**config.mk**
```make
export PLATFORM = sky130hd
export DESIGN_NAME = pipe_ctrl_flat
export DESIGN_NICKNAME = d
export VERILOG_FILES = /design/src/rtl/pipe_ctrl_pkg.sv /design/src/rtl/pipe_ctrl_if.sv /design/src/rtl/pipe_ctrl_fwd_match.sv /design/src/rtl/pipe_ctrl.sv /design/src/flat_wrapper.sv
export SDC_FILE = /design/constraint.sdc
export NUM_CORES = 1
export LEC_CHECK = 0
export CAP_MARGIN = 5
export CORE_MARGIN = 2
export CORE_UTILIZATION = 52
export CTS_CLUSTER_SIZE = 8
export DETAILED_ROUTE_END_ITERATION = 16
export GPL_ROUTABILITY_DRIVEN = 1
export PLACE_DENSITY_LB_ADDON = 0.25
export RECOVER_POWER = 50
export SLEW_MARGIN = 30
export SYNTH_ARGS = -nofsm -noshare
export SYNTH_HDL_FRONTEND = slang
export SYNTH_HIERARCHICAL = 1
export SYNTH_SLANG_ARGS = --single-unit
export TNS_END_PERCENT = 5
```
**constraint.sdc**
```tcl
create_clock -name clk -period 5.6 [get_ports clk]
set_input_delay 0.84 -clock clk [delete_from_list [all_inputs] [get_ports clk]]
set_output_delay 0.84 -clock clk [all_outputs]
set_load 0.01 [all_outputs]
```
**src/rtl/pipe_ctrl_pkg.sv**
```systemverilog
// Shared types for the pipeline hazard/forwarding controller: shadow entry layout,
// forwarding-select type and the default pipeline geometry.
package pipe_ctrl_pkg;
   localparam int RFADDR_W     = 5;
   localparam int NSTAGE_N     = 3;
   localparam int LOAD_STAGE_N = 2;
   localparam int FSEL_WIDTH   = $clog2(NSTAGE_N + 1);

   typedef logic [FSEL_WIDTH-1:0] fwd_sel_t;
   localparam fwd_sel_t FWD_RF = '0;

   typedef struct packed {
      logic                valid;
      logic [RFADDR_W-1:0] rd;
      logic                wr;
      logic                is_load;
   } pipe_entry_t;

   localparam pipe_entry_t ENTRY_NONE = '0;
endpackage

```
**src/rtl/pipe_ctrl_if.sv**
```systemverilog
// ID-stage request / pipeline control bundle. Optional perf counters appear when
// PIPE_CTRL_PERF_EN is defined.
interface pipe_ctrl_if #(
   parameter int RFADDR = 5,
   parameter int NSTAGE = 3,
   parameter int FSEL_W = $clog2(NSTAGE + 1)
);
   logic              id_valid;
   logic [RFADDR-1:0] id_rs1;
   logic [RFADDR-1:0] id_rs2;
   logic              id_rs1_used;
   logic              id_rs2_used;
   logic [RFADDR-1:0] id_rd;
   logic              id_rd_wr;
   logic              id_is_load;
   logic              br_taken;
   logic              mem_busy;
   logic              stall_if;
   logic              bubble_ex;
   logic              flush_id;
   logic              pc_redirect;
   logic [FSEL_W-1:0] fwd_rs1;
   logic [FSEL_W-1:0] fwd_rs2;
   logic [NSTAGE-1:0] stage_valid;
   logic              retire;
`ifdef PIPE_CTRL_PERF_EN
   logic [31:0]       perf_cycles;
   logic [31:0]       perf_stall;
   logic [31:0]       perf_flush;
   logic [31:0]       perf_retire;

   modport master (
      output id_valid, id_rs1, id_rs2, id_rs1_used, id_rs2_used, id_rd, id_rd_wr, id_is_load,
             br_taken, mem_busy,
      input  stall_if, bubble_ex, flush_id, pc_redirect, fwd_rs1, fwd_rs2, stage_valid, retire,
             perf_cycles, perf_stall, perf_flush, perf_retire
   );
   modport slave (
      input  id_valid, id_rs1, id_rs2, id_rs1_used, id_rs2_used, id_rd, id_rd_wr, id_is_load,
             br_taken, mem_busy,
      output stall_if, bubble_ex, flush_id, pc_redirect, fwd_rs1, fwd_rs2, stage_valid, retire,
             perf_cycles, perf_stall, perf_flush, perf_retire
   );
`else
   modport master (
      output id_valid, id_rs1, id_rs2, id_rs1_used, id_rs2_used, id_rd, id_rd_wr, id_is_load,
             br_taken, mem_busy,
      input  stall_if, bubble_ex, flush_id, pc_redirect, fwd_rs1, fwd_rs2, stage_valid, retire
   );
   modport slave (
      input  id_valid, id_rs1, id_rs2, id_rs1_used, id_rs2_used, id_rd, id_rd_wr, id_is_load,
             br_taken, mem_busy,
      output stall_if, bubble_ex, flush_id, pc_redirect, fwd_rs1, fwd_rs2, stage_valid, retire
   );
`endif
endinterface

```
**src/rtl/pipe_ctrl_fwd_match.sv**
```systemverilog
// Priority matcher for one ID source operand: picks the youngest in-flight writer
// and flags a load-use hazard when that writer's load data is not yet available.
module pipe_ctrl_fwd_match
   import pipe_ctrl_pkg::*;
#(
   parameter int RFADDR     = RFADDR_W,
   parameter int NSTAGE     = NSTAGE_N,
   parameter int LOAD_STAGE = LOAD_STAGE_N,
   parameter int FSEL_W     = $clog2(NSTAGE + 1)
) (
   input  pipe_entry_t       ent [1:NSTAGE],
   input  logic [RFADDR-1:0] rs,
   input  logic              rs_used,
   input  logic              id_valid,
   output logic [FSEL_W-1:0] sel,
   output logic              load_use
);
   // Scan oldest to youngest so the youngest match is the one left standing.
   always_comb begin
      sel      = FWD_RF;
      load_use = 1'b0;
      for (int k = NSTAGE; k >= 1; k--) begin
         if (ent[k].valid && ent[k].wr && rs_used && (ent[k].rd == rs) && (rs != '0)) begin
            sel      = FSEL_W'(k);
            load_use = ent[k].is_load && (k < LOAD_STAGE) && id_valid;
         end
      end
   end
endmodule

```
**src/rtl/pipe_ctrl.sv**
```systemverilog
// Hazard/forwarding controller: shadow pipeline of dest metadata, operand forwarding
// selects, load-use stall, branch flush. Define PIPE_CTRL_PERF_EN for perf counters.
module pipe_ctrl
   import pipe_ctrl_pkg::*;
#(
   parameter int RFADDR     = RFADDR_W,
   parameter int NSTAGE     = NSTAGE_N,
   parameter int LOAD_STAGE = LOAD_STAGE_N
) (
   input  logic      clk,
   input  logic      reset,
   pipe_ctrl_if.slave bus
);
   localparam int FSEL_W = $clog2(NSTAGE + 1);

   pipe_entry_t       ent_q [1:NSTAGE];
   pipe_entry_t       ent_d [1:NSTAGE];
   logic [FSEL_W-1:0] sel_rs1, sel_rs2;
   logic              lu_rs1, lu_rs2;
   logic              load_use, redirect;
   logic              stall_raw, bubble_raw, retire_raw;

   pipe_ctrl_fwd_match #(.RFADDR(RFADDR), .NSTAGE(NSTAGE), .LOAD_STAGE(LOAD_STAGE), .FSEL_W(FSEL_W))
      u_match_rs1 (.ent(ent_q), .rs(bus.id_rs1), .rs_used(bus.id_rs1_used), .id_valid(bus.id_valid),
                   .sel(sel_rs1), .load_use(lu_rs1));
   pipe_ctrl_fwd_match #(.RFADDR(RFADDR), .NSTAGE(NSTAGE), .LOAD_STAGE(LOAD_STAGE), .FSEL_W(FSEL_W))
      u_match_rs2 (.ent(ent_q), .rs(bus.id_rs2), .rs_used(bus.id_rs2_used), .id_valid(bus.id_valid),
                   .sel(sel_rs2), .load_use(lu_rs2));

   // mem_busy freezes everything; a redirect kills the ID instruction, so its hazard is moot.
   always_comb begin
      load_use   = lu_rs1 | lu_rs2;
      redirect   = bus.br_taken & ent_q[1].valid;
      stall_raw  = bus.mem_busy | (!redirect & load_use);
      bubble_raw = !bus.mem_busy & (redirect | load_use);
      retire_raw = ent_q[NSTAGE].valid & !bus.mem_busy;

      bus.stall_if    = !reset & stall_raw;
      bus.bubble_ex   = !reset & bubble_raw;
      bus.flush_id    = !reset & !bus.mem_busy & redirect;
      bus.pc_redirect = !reset & !bus.mem_busy & redirect;
      bus.fwd_rs1     = reset ? '0 : sel_rs1;
      bus.fwd_rs2     = reset ? '0 : sel_rs2;
      bus.retire      = !reset & retire_raw;
      for (int k = 1; k <= NSTAGE; k++) begin
         bus.stage_valid[k-1] = !reset & ent_q[k].valid;
      end
   end

   always_comb begin
      ent_d = ent_q;
      if (!bus.mem_busy) begin
         for (int k = NSTAGE; k >= 2; k--) begin
            ent_d[k] = ent_q[k-1];
         end
         ent_d[1] = bubble_raw ? ENTRY_NONE
                               : '{valid: bus.id_valid, rd: bus.id_rd, wr: bus.id_rd_wr,
                                   is_load: bus.id_is_load};
      end
   end

   always_ff @(posedge clk) begin
      if (reset) begin
         for (int k = 1; k <= NSTAGE; k++) ent_q[k] <= ENTRY_NONE;
      end else begin
         ent_q <= ent_d;
      end
   end

`ifdef PIPE_CTRL_PERF_EN
   logic [31:0] cyc_q, cyc_d, stl_q, stl_d, fls_q, fls_d, ret_q, ret_d;

   always_comb begin
      cyc_d = cyc_q + 32'd1;
      stl_d = stl_q + {31'd0, stall_raw};
      fls_d = fls_q + {31'd0, !bus.mem_busy & redirect};
      ret_d = ret_q + {31'd0, retire_raw};
      bus.perf_cycles = cyc_q;
      bus.perf_stall  = stl_q;
      bus.perf_flush  = fls_q;
      bus.perf_retire = ret_q;
   end

   always_ff @(posedge clk) begin
      if (reset) begin
         cyc_q <= '0;
         stl_q <= '0;
         fls_q <= '0;
         ret_q <= '0;
      end else begin
         cyc_q <= cyc_d;
         stl_q <= stl_d;
         fls_q <= fls_d;
         ret_q <= ret_d;
      end
   end
`endif
endmodule
```
**src/flat_wrapper.sv**
```systemverilog
// flat-port wrapper written by rule: the top's interface ports become plain ports
module pipe_ctrl_flat import pipe_ctrl_pkg::*;
#(
   parameter int RFADDR     = RFADDR_W,
   parameter int NSTAGE     = NSTAGE_N,
   parameter int LOAD_STAGE = LOAD_STAGE_N
)
  (clk, reset, bus_id_valid, bus_id_rs1, bus_id_rs2, bus_id_rs1_used, bus_id_rs2_used, bus_id_rd, bus_id_rd_wr, bus_id_is_load, bus_br_taken, bus_mem_busy, bus_stall_if, bus_bubble_ex, bus_flush_id, bus_pc_redirect, bus_fwd_rs1, bus_fwd_rs2, bus_stage_valid, bus_retire);
  pipe_ctrl_if #(.RFADDR(RFADDR), .NSTAGE(NSTAGE)) bus_i ();
  input  logic clk;
  input  logic reset;
  input wire logic [$bits(bus_i.id_valid)-1:0] bus_id_valid;
  input wire logic [$bits(bus_i.id_rs1)-1:0] bus_id_rs1;
  input wire logic [$bits(bus_i.id_rs2)-1:0] bus_id_rs2;
  input wire logic [$bits(bus_i.id_rs1_used)-1:0] bus_id_rs1_used;
  input wire logic [$bits(bus_i.id_rs2_used)-1:0] bus_id_rs2_used;
  input wire logic [$bits(bus_i.id_rd)-1:0] bus_id_rd;
  input wire logic [$bits(bus_i.id_rd_wr)-1:0] bus_id_rd_wr;
  input wire logic [$bits(bus_i.id_is_load)-1:0] bus_id_is_load;
  input wire logic [$bits(bus_i.br_taken)-1:0] bus_br_taken;
  input wire logic [$bits(bus_i.mem_busy)-1:0] bus_mem_busy;
  output wire logic [$bits(bus_i.stall_if)-1:0] bus_stall_if;
  output wire logic [$bits(bus_i.bubble_ex)-1:0] bus_bubble_ex;
  output wire logic [$bits(bus_i.flush_id)-1:0] bus_flush_id;
  output wire logic [$bits(bus_i.pc_redirect)-1:0] bus_pc_redirect;
  output wire logic [$bits(bus_i.fwd_rs1)-1:0] bus_fwd_rs1;
  output wire logic [$bits(bus_i.fwd_rs2)-1:0] bus_fwd_rs2;
  output wire logic [$bits(bus_i.stage_valid)-1:0] bus_stage_valid;
  output wire logic [$bits(bus_i.retire)-1:0] bus_retire;
  assign bus_i.id_valid = bus_id_valid;
  assign bus_i.id_rs1 = bus_id_rs1;
  assign bus_i.id_rs2 = bus_id_rs2;
  assign bus_i.id_rs1_used = bus_id_rs1_used;
  assign bus_i.id_rs2_used = bus_id_rs2_used;
  assign bus_i.id_rd = bus_id_rd;
  assign bus_i.id_rd_wr = bus_id_rd_wr;
  assign bus_i.id_is_load = bus_id_is_load;
  assign bus_i.br_taken = bus_br_taken;
  assign bus_i.mem_busy = bus_mem_busy;
  assign bus_stall_if = bus_i.stall_if;
  assign bus_bubble_ex = bus_i.bubble_ex;
  assign bus_flush_id = bus_i.flush_id;
  assign bus_pc_redirect = bus_i.pc_redirect;
  assign bus_fwd_rs1 = bus_i.fwd_rs1;
  assign bus_fwd_rs2 = bus_i.fwd_rs2;
  assign bus_stage_valid = bus_i.stage_valid;
  assign bus_retire = bus_i.retire;
  pipe_ctrl #(.RFADDR(RFADDR), .NSTAGE(NSTAGE), .LOAD_STAGE(LOAD_STAGE)) u_core (.clk(clk), .reset(reset), .bus(bus_i));
endmodule
```
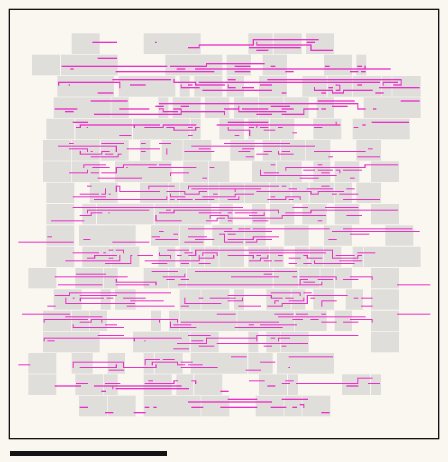
**Above:** run 1 (the metal 1 layer).
Bar = 20 µm. Cells faint in the background.
longest straight run: 25.3 µm
main direction: horizontal
nets with wire on the layer: 178

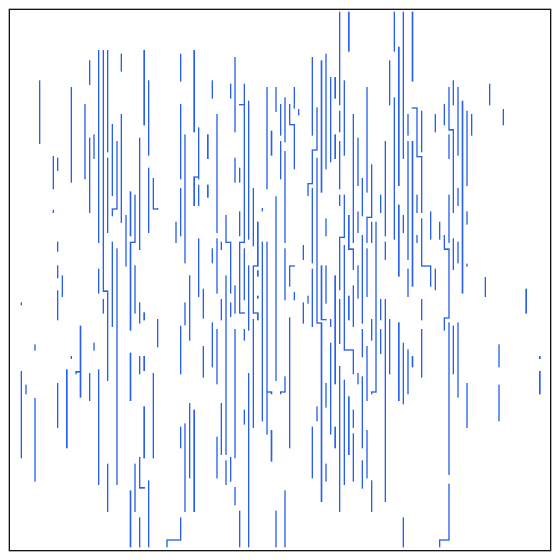
**Above:** run 1 (met2 routing).
longest straight run: 24.3 µm
wire length on this layer: 1520 µm

==> flow_metrics.env, run 1 <==
# implementation run metrics
export IMPL_status="finished, final reports clean"
export IMPL_drt_pass1_iter_count=4
export IMPL_period_used=0.8660
export IMPL_crit_fanout=9
export IMPL_clockBufferDepth=2
export IMPL_drtIter0Drc=15
export IMPL_cts_buffers=3
export IMPL_end_kind="output port"
export IMPL_regArea_um2=440.4
export IMPL_ant_nets=0
export IMPL_maxSlewViolCount=0
export IMPL_avgViaCountPerCell=5.755
export IMPL_path_clk_slew_ps=130
export IMPL_warning_count=26
export IMPL_hold_violations=0
export IMPL_wl_um=3102
export IMPL_irDropWorstVdd_mv=0.1647
export IMPL_regMostFlops="u_core/ent_q"
export IMPL_drt_met1_wl_um=1417
export IMPL_cp_required_ps=4760
export IMPL_rsz0062_at_grt="no"
export IMPL_synthToLayoutAreaGrowth_pct=28.17
export IMPL_wl_met2_um=1516
export IMPL_cts_hold_buf=0
export IMPL_antenna_cells=0
export IMPL_io_pin_count=36
export IMPL_mi_logic_area_um2=824.5
export IMPL_cts_resized=0
export IMPL_initCoreUtil=0.5428
export IMPL_r2r_start="u_core/ent_q[22]$_SDFFE_PP0N_"
export IMPL_syn_area_um2=1333
export IMPL_timing_setup_tns_ps=0
export IMPL_gr_total_overflow=0
export IMPL_grt_util_all_layers=0.2270
export IMPL_min_path_cells=1
export IMPL_grt_pass1_vias=1112
export IMPL_core_area_um2=2455
export IMPL_reg2reg_to="u_core/ent_q[21]$_SDFFE_PP0N_"
export IMPL_start_kind="primary input"
export IMPL_tightest_slew_ps=1117
export IMPL_post_cts_buffers=0
export IMPL_syn_area_per_cell_um2=9.451
export IMPL_drc_errors=0
export IMPL_gp_congestion=0.9447
export IMPL_synthesis_nets=165
export IMPL_rows=18
export IMPL_cts_htree_levels=1
export IMPL_cts_sinks=22
export IMPL_fin_util=0.6957
export IMPL_dp_worst_setup_slack_ps=1307
export IMPL_fin_ws_ps=750.6
export IMPL_fmax_ghz=0.2062
export IMPL_hold_end="u_core/ent_q[16]$_SDFFE_PP0N_"
export IMPL_chip_area_um2=2983
export IMPL_insertion_delay_ps=310
export IMPL_grt_pass1_wl_um=4836
export IMPL_maxCapViolations=0
export IMPL_hp_start="u_core/ent_q[16]$_SDFFE_PP0N_"
export IMPL_arrival_ps=4010
export IMPL_clockRootBuffer="clkbuf_4"
export IMPL_final_nets=199
export IMPL_p_leak_nw=0.6059
export IMPL_wl_per_cell_um=15.21
export IMPL_vias=1174
export IMPL_highest_layer="met4"
export IMPL_r2r_cells=6
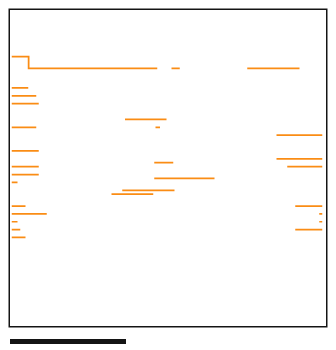
**Above:** run 1 (metal 3).
Bar = 20 µm.
nets with wire on the layer: 27
share of all routed wire: 4.6%
main direction: horizontal
longest straight run: 22.1 µm

-- run 1: critical path: stages --
cell and delay [ps]:
dlygate4sd3_1 620, or4_1 570, o21ai_2 200, nor3_1 120, and3_1 210, a211oi_1 830, nor3_1 90, clkdlybuf4s50_1 530
-- run 1: power by group --
part | switching, mW | total, mW | internal [mW]
Combinational | 0.0272 | 0.0627 | 0.0355
Clock | 0.0502 | 0.123 | 0.0724
Sequential | 0.00825 | 0.171 | 0.163
Total | 0.0857 | 0.356 | 0.270
-- run 1: final cells by class --
class | count | share of cell area
Tap cell | 30 | 0.02198
Clock inverter | 1 | 0.01758
Clock buffer | 3 | 0.01319
Multi-Input combinational cell | 111 | 0.4828
Timing Repair Buffer | 36 | 0.2044
Inverter | 1 | 0.002198
Sequential cell | 22 | 0.2579
-- run 1: per-stage QoR --
stage	std cells	hold WS, ps	instance area [µm²]	total power, mW
final	204	507.4	1708	0.3561
after global routing	204	552.1	1708	0.3700
after floorplan	141	448.4	1333	0.2086
after CTS	204	508.5	1729	0.3598
after detailed placement	200	478.5	1677	0.2385
after global placement	200	464.3	1677	0.2367
-- run 1: worst max-delay path by stage --
stage,startpoint,endpoint,slack [ps]
5_1_grt,bus_id_rs1[0],bus_bubble_ex,590
3_5_place_dp,bus_id_rs1[0],bus_bubble_ex,1310
6_report,bus_id_rs1[0],bus_bubble_ex,750
2_1_floorplan,bus_id_rs1[0],bus_bubble_ex,2450
4_1_cts,bus_id_rs1[0],bus_bubble_ex,1280
3_3_place_gp,bus_id_rs1[0],bus_bubble_ex,1370
-- run 1: routing by layer --
layer / GRT usage / vias up
li1: - / 574
met1: 0.2817 / 563
met2: 0.3948 / 33
met3: 0.03552 / 4
met4: 0.07500 / 0
met5: 0 / -
-- run 1: cell usage in the layout, fill, tap and decap left out, types with 3 or more instances in the layout --
| cell type | count |
|---|---|
| a21oi_1 | 3 |
| clkbuf_4 | 3 |
| clkdlybuf4s50_1 | 32 |
| nand4_1 | 6 |
| nor2_1 | 14 |
| nor3_1 | 5 |
| dfxtp_1 | 22 |
| nor2b_1 | 8 |
| a32o_1 | 8 |
| mux2i_1 | 14 |
| nand3_1 | 4 |
| xnor2_1 | 28 |
==> inputs of run 2 (changes only) <==
Settings changed: CORE_UTILIZATION 52 to 44.
Clock period 5.6 ns to 4.2 ns, I/O delays scaled along.
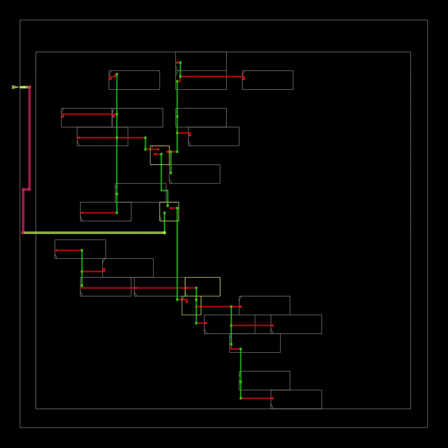
**Above:** run 2 (clock wiring as the flow saved it).
clock skew: 1.661 ps
Sink Count: 22
CLK BUF: 4

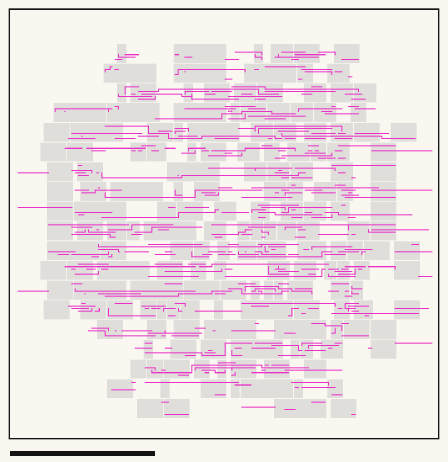
**Above:** run 2 (the metal 1 layer).
Bar = 20 µm. Cells faint in the background.
nets with wire on the layer: 181
share of all routed wire: 47%
WL final: 3006 µm
met1 usage: 0.2483
routed vias: 1156

==> run 2 against run 1 <==
Non-clock buffer count up 2. Clock-buffer cell count up 1. Clock skew down 3.6 ps. Utilization down 8.2 points. Worst hold slack better by 6.9 ps. Wire length down 3.1%. Critical endpoint unchanged. Largest cell class unchanged.
==> flow_metrics.env, run 2 <==
# implementation run metrics
export IMPL_grt_pass1_vias=1092
export IMPL_end_kind="output port"
export IMPL_cts_buffers=3
export IMPL_p_leak_nw=0.6123
export IMPL_power_frac_comb=0.202
export IMPL_final_common_cell="clkdlybuf4s50_1"
export IMPL_io_pin_count=36
export IMPL_final_nets=201
export IMPL_switchingPower_mw=0.1032
export IMPL_start_kind="primary input"
export IMPL_synthToLayoutAreaGrowth_pct=29.20
export IMPL_crit_fanout=4
export IMPL_rsz0062_at_grt="no"
export IMPL_cts_resized=0
export IMPL_status="finished, final reports clean"
export IMPL_gp_congestion=0.8193
export IMPL_antenna_cells=0
export IMPL_fmax_ghz=0.2624
export IMPL_hold_violations=0
export IMPL_regMostFlops="u_core/ent_q"
export IMPL_rows=19
export IMPL_cts_hold_buf=0
export IMPL_grt_util_all_layers=0.1820
export IMPL_drc_errors=0
export IMPL_grt_pass1_wl_um=4857
export IMPL_initCoreUtil=0.4750
export IMPL_tightest_slew_ps=1143
export IMPL_irDropWorstVdd_mv=0.1590
export IMPL_warning_count=26
export IMPL_syn_area_per_cell_um2=9.451
export IMPL_arrival_ps=3180
export IMPL_maxCapViolations=0
export IMPL_wl_per_cell_um=14.52
export IMPL_core_area_um2=2805
export IMPL_p_int_mw=0.3185
export IMPL_final_cell_mix="clkdlybuf4s50_1, xnor2_1, dfxtp_1"
export IMPL_period_used=0.9073
export IMPL_swShare=0.2447
export IMPL_cts_htree_levels=1
export IMPL_avgViaCountPerCell=5.585
export IMPL_post_cts_buffers=0
export IMPL_path_clk_slew_ps=110
export IMPL_clockBufferDepth=2
export IMPL_drt_pass1_iter_count=4
export IMPL_timing_setup_tns_ps=0
export IMPL_gr_total_overflow=0
run 2: final cells by class:
type / count / area (µm²)
well taps: 31 / 38.79
inverters: 1 / 3.754
repair buffers: 38 / 365.4
clock buffers: 4 / 36.28
multi-input cells: 111 / 837.1
flip-flops and latches: 22 / 440.4
fillers: 255 / 1084
run 2: routing by layer:
| layer | share of wire | wire length, µm | track usage | vias up |
|---|---|---|---|---|
| li1 | - | - | - | 576 |
| met1 | 0.47 | 1415 | 0.2483 | 538 |
| met2 | 0.46 | 1372 | 0.2810 | 36 |
| met3 | 0.055 | 165 | 0.03493 | 6 |
| met4 | 0.018 | 53 | 0.07792 | 0 |
| met5 | 0 | 0 | 0 | - |
run 2: through the flow:
step                      total power, mW  setup WS (ps)  std cells  cell area, µm²  hold slack [ps]
final                              0.4217          389.3        207            1722            514.3
after CTS                          0.4286          540.2        207            1729            508.3
after floorplan                    0.2782           1471        141            1333            448.4
after global routing               0.4451          260.0        207            1722            526.4
after global placement             0.3165          574.2        203            1693            468.7
after detailed placement           0.3182          560.6        203            1693            481.4
run 2: path summary, 6_finish.rpt:
| kind | startpoint | to | slack [ps] | cells after the start |
|---|---|---|---|---|
| worst max-delay path | bus_id_rs1[4] | bus_bubble_ex | 390 | 8 |
| worst min-delay path | u_core/ent_q[16]$_SDFFE_PP0N_ | u_core/ent_q[16]$_SDFFE_PP0N_ | 510 | 1 |
| worst max register to register | u_core/ent_q[21]$_SDFFE_PP0N_ | u_core/ent_q[23]$_SDFFE_PP0N_ | 2280 | 7 |
| worst min register to register | u_core/ent_q[16]$_SDFFE_PP0N_ | u_core/ent_q[16]$_SDFFE_PP0N_ | 510 | 1 |
run 2: power groups by stage:
stage | clock [mW] | combinational [mW] | sequential (mW)
6_report | 0.109 | 0.0853 | 0.228
5_1_grt | 0.124 | 0.0919 | 0.229
4_1_cts | 0.115 | 0.0865 | 0.228
3_5_place_dp | 0 | 0.0858 | 0.232
3_3_place_gp | 0 | 0.0843 | 0.232
2_1_floorplan | 0 | 0.0491 | 0.229
run 2: critical path, cell delays in order:
cell	delay, ps
dlygate4sd3_1	640
or4_1	550
o21ai_2	190
nor3_1	110
and3_1	230
a211oi_4	230
nor3_1	80
clkdlybuf4s50_1	530
==> inputs of run 3 (changes only) <==
Settings changed: CTS_CLUSTER_SIZE 8 to not set, PLACE_DENSITY set to 0.87, PLACE_DENSITY_LB_ADDON 0.25 to not set, TNS_END_PERCENT 5 to not set.
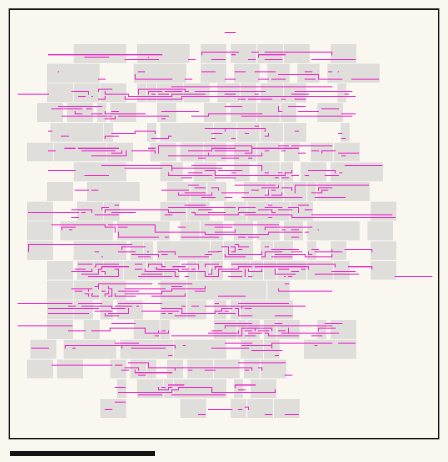
**Above:** run 3 (the metal 1 layer).
Bar = 20 µm. Cells faint in the background.
main direction: horizontal
share of all routed wire: 44%
WL final: 3111 µm
met1 usage: 0.2402
routed vias: 1166

==> run 3 against run 2 <==
Critical path depth unchanged. Die area unchanged. Clock power increased by about 50%. Synthesized area unchanged. Power up 13%. Cell area grew 0.95%. Combinational power is 0.6% higher. Cell count unchanged. Via count rose by 0.87%. Largest cell class unchanged. Worst setup slack got worse by 22 ps. Register-to-register slack better by 20 ps. Clock-buffer cell count decreased by 1.
==> flow_metrics.env, run 3 <==
# implementation run metrics
export IMPL_period_used=0.9126
export IMPL_final_common_cell="clkdlybuf4s50_1"
export IMPL_synthToLayoutAreaGrowth_pct=30.42
export IMPL_rows=19
export IMPL_drc_errors=0
export IMPL_grt_busiest_layer="met2"
export IMPL_crit_path_max_incr_delay_ps=620
export IMPL_timing_setup_tns_ps=0
export IMPL_post_cts_buffers=0
export IMPL_gr_total_overflow=0
export IMPL_switchingPower_mw=0.1137
export IMPL_arrival_ps=3200
export IMPL_grt_pass1_vias=1160
export IMPL_cts_sinks=22
export IMPL_syn_area_um2=1333
export IMPL_hold_violations=0
export IMPL_clockRootBuffer="clkbuf_4"
export IMPL_regMostFlops="u_core/ent_q"
export IMPL_critPathSlowestCell="dlygate4sd3_1"
export IMPL_rsz0062_at_grt="no"
export IMPL_relSlewSlack=0.2096
export IMPL_synthesis_nets=165
export IMPL_clockBufferDepth=2
export IMPL_final_nets=201
export IMPL_cts_resized=0
export IMPL_p_leak_nw=0.6192
export IMPL_final_cell_mix="clkdlybuf4s50_1, xnor2_1, dfxtp_1"
export IMPL_grt_pass1_wl_um=5119
export IMPL_swShare=0.2388
export IMPL_power_frac_comb=0.180
export IMPL_wl_per_cell_um=15.03
export IMPL_ant_nets=0
export IMPL_core_area_um2=2805
export IMPL_ys_warn_count=6
export IMPL_worst_setup_path_type="in2out"
export IMPL_initCoreUtil=0.4750
export IMPL_maxCapViolations=0
export IMPL_chip_area_um2=3485
export IMPL_syn_area_per_cell_um2=9.451
export IMPL_cts_hold_buf=0
export IMPL_status="finished, final reports clean"
export IMPL_start_kind="primary input"
export IMPL_antenna_cells=0
export IMPL_drt_pass1_iter_count=4
export IMPL_fin_crit_ps=3833
export IMPL_netlist_instances=141
export IMPL_cp_required_ps=3570
export IMPL_avgViaCountPerCell=5.633
export IMPL_fmax_ghz=0.2609
export IMPL_maxSlewViolCount=0
export IMPL_path_clk_slew_ps=130
export IMPL_end_kind="output port"
export IMPL_powerDensity_nw_per_um2=273.9
export IMPL_critical_path_cell_chain="dlygate4sd3_1 > or4_1 > o21ai_2 > nor3_1 > and3_1 > a211oi_4 > nor3_1 > clkdlybuf4s50_1"
export IMPL_tightest_slew_ps=1186
export IMPL_io_pin_count=36
export IMPL_irDropWorstVdd_mv=0.1770
export IMPL_grt_max_degree=26
export IMPL_hold_class="reg2reg"
export IMPL_die_w_um=59.03
export IMPL_grt_use_met3=0.01965
export IMPL_p_int_mw=0.3623
export IMPL_fill_cells=243
export IMPL_pwr_share_seq=0.478
export IMPL_fin_hold_ws_ps=536.1
export IMPL_power_frac_clock=0.341
export IMPL_crit_fanout=4
export IMPL_warning_count=26
export IMPL_grt_util_met2=0.3365
export IMPL_die_h_um=59.03
export IMPL_drive_gt1_frac=0.07955
export IMPL_grt_util_all_layers=0.1909
export IMPL_cts_tree="built"
export IMPL_gp_congestion=0.9257
export IMPL_dp_hpwl_um=2457
export IMPL_cts_htree_levels=1
export IMPL_crit_path_frequent_cell="nor3_1"
export IMPL_largest_reg_flops=22
export IMPL_top_regs="u_core/ent_q: 22 flops"
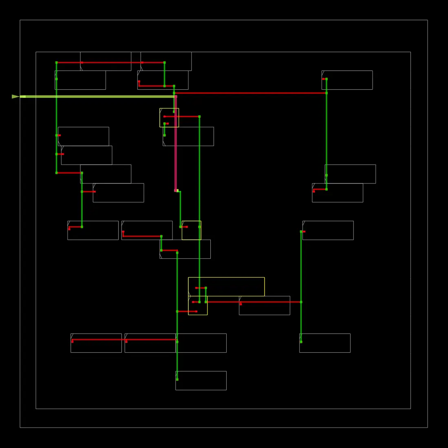
**Above:** run 3 (clock wiring as the flow saved it).
clock skew: 6.759 ps
TritonCTS Buffers: 3
Flop Count: 22
CLK BUF: 3
Insertion Delay late pin: 310 ps

## run 3: path summary, 6_finish.rpt
kind	to	cells after the start	slack, ps	start
setup / recovery	bus_bubble_ex	8	370	bus_id_rs1[0]
hold / removal	u_core/ent_q[16]$_SDFFE_PP0N_	1	540	u_core/ent_q[16]$_SDFFE_PP0N_
setup reg to reg	u_core/ent_q[21]$_SDFFE_PP0N_	7	2300	u_core/ent_q[22]$_SDFFE_PP0N_
hold reg to reg	u_core/ent_q[16]$_SDFFE_PP0N_	1	540	u_core/ent_q[16]$_SDFFE_PP0N_
## run 3: power groups by stage
| stage | clock (mW) | sequential [mW] | combinational, mW |
|---|---|---|---|
| floorplan | 0 | 0.229 | 0.0491 |
| global placement | 0 | 0.232 | 0.0842 |
| detailed placement | 0 | 0.232 | 0.0859 |
| CTS | 0.168 | 0.228 | 0.0865 |
| global route | 0.176 | 0.229 | 0.0918 |
| finish | 0.163 | 0.228 | 0.0858 |
## run 3: critical path, delay by kind of cell
family / cells / cell delay [ps]
AND-OR/OR-AND: 2 / 420
AND/OR/NAND/NOR: 4 / 1000
buffers and inverters: 2 / 1160
## run 3: cell type report
type                       count  area (µm²)  area share
multi-input combinational    111       837.1      0.4816
clock inverter                 1       30.03     0.01728
sequential                    22       440.4      0.2534
clock buffer                   3       22.52     0.01296
tap                           31       38.79     0.02232
timing repair buffer          38       365.4      0.2102
inverter                       1       3.754    0.002160
## run 3: per-layer routing
layer | up-vias | share of wire
li1 | 574 | -
met1 | 554 | 0.44
met2 | 36 | 0.51
met3 | 2 | 0.048
met4 | 0 | 0.0042
met5 | - | 0
## run 3: stage by stage
stage	instance area, µm²	total power, mW	cells	setup slack, ps	util
after floorplan	1333	0.2782	141	1471	-
after global placement	1693	0.3160	203	583.2	0.6035
after detailed placement	1693	0.3182	203	533.3	0.6035
after CTS	1745	0.4818	207	526.3	0.6222
after global routing	1738	0.4973	207	298.9	0.6195
final	1738	0.4760	207	366.9	0.6195

==> notes/layouts.md <==
Pictures saved along the way, in no particular order.

Sizing map.
picture 1
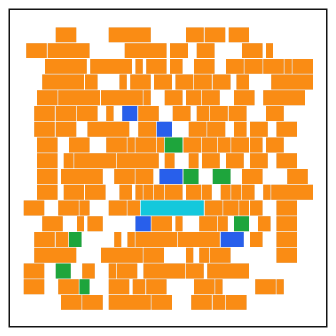
picture 2
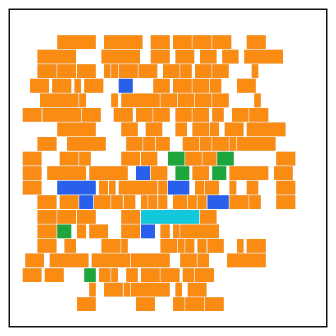
picture 3
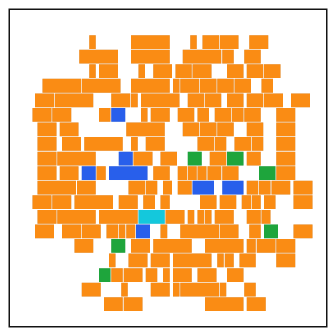
| from | picture |
|---|---|
| run 1 | picture 1 |
| run 2 | picture 3 |
| run 3 | picture 2 |

Key to picture 2:
legend:
  orange:
    size: drive 1 or less
    cells: 162
  cyan:
    size: drive 6 and up
    cells: 1
  blue:
    size: drive 3 to 4
    cells: 7
  green:
    size: drive 2
    cells: 6

No activity file was given, so power comes from the tool's default toggle rates.
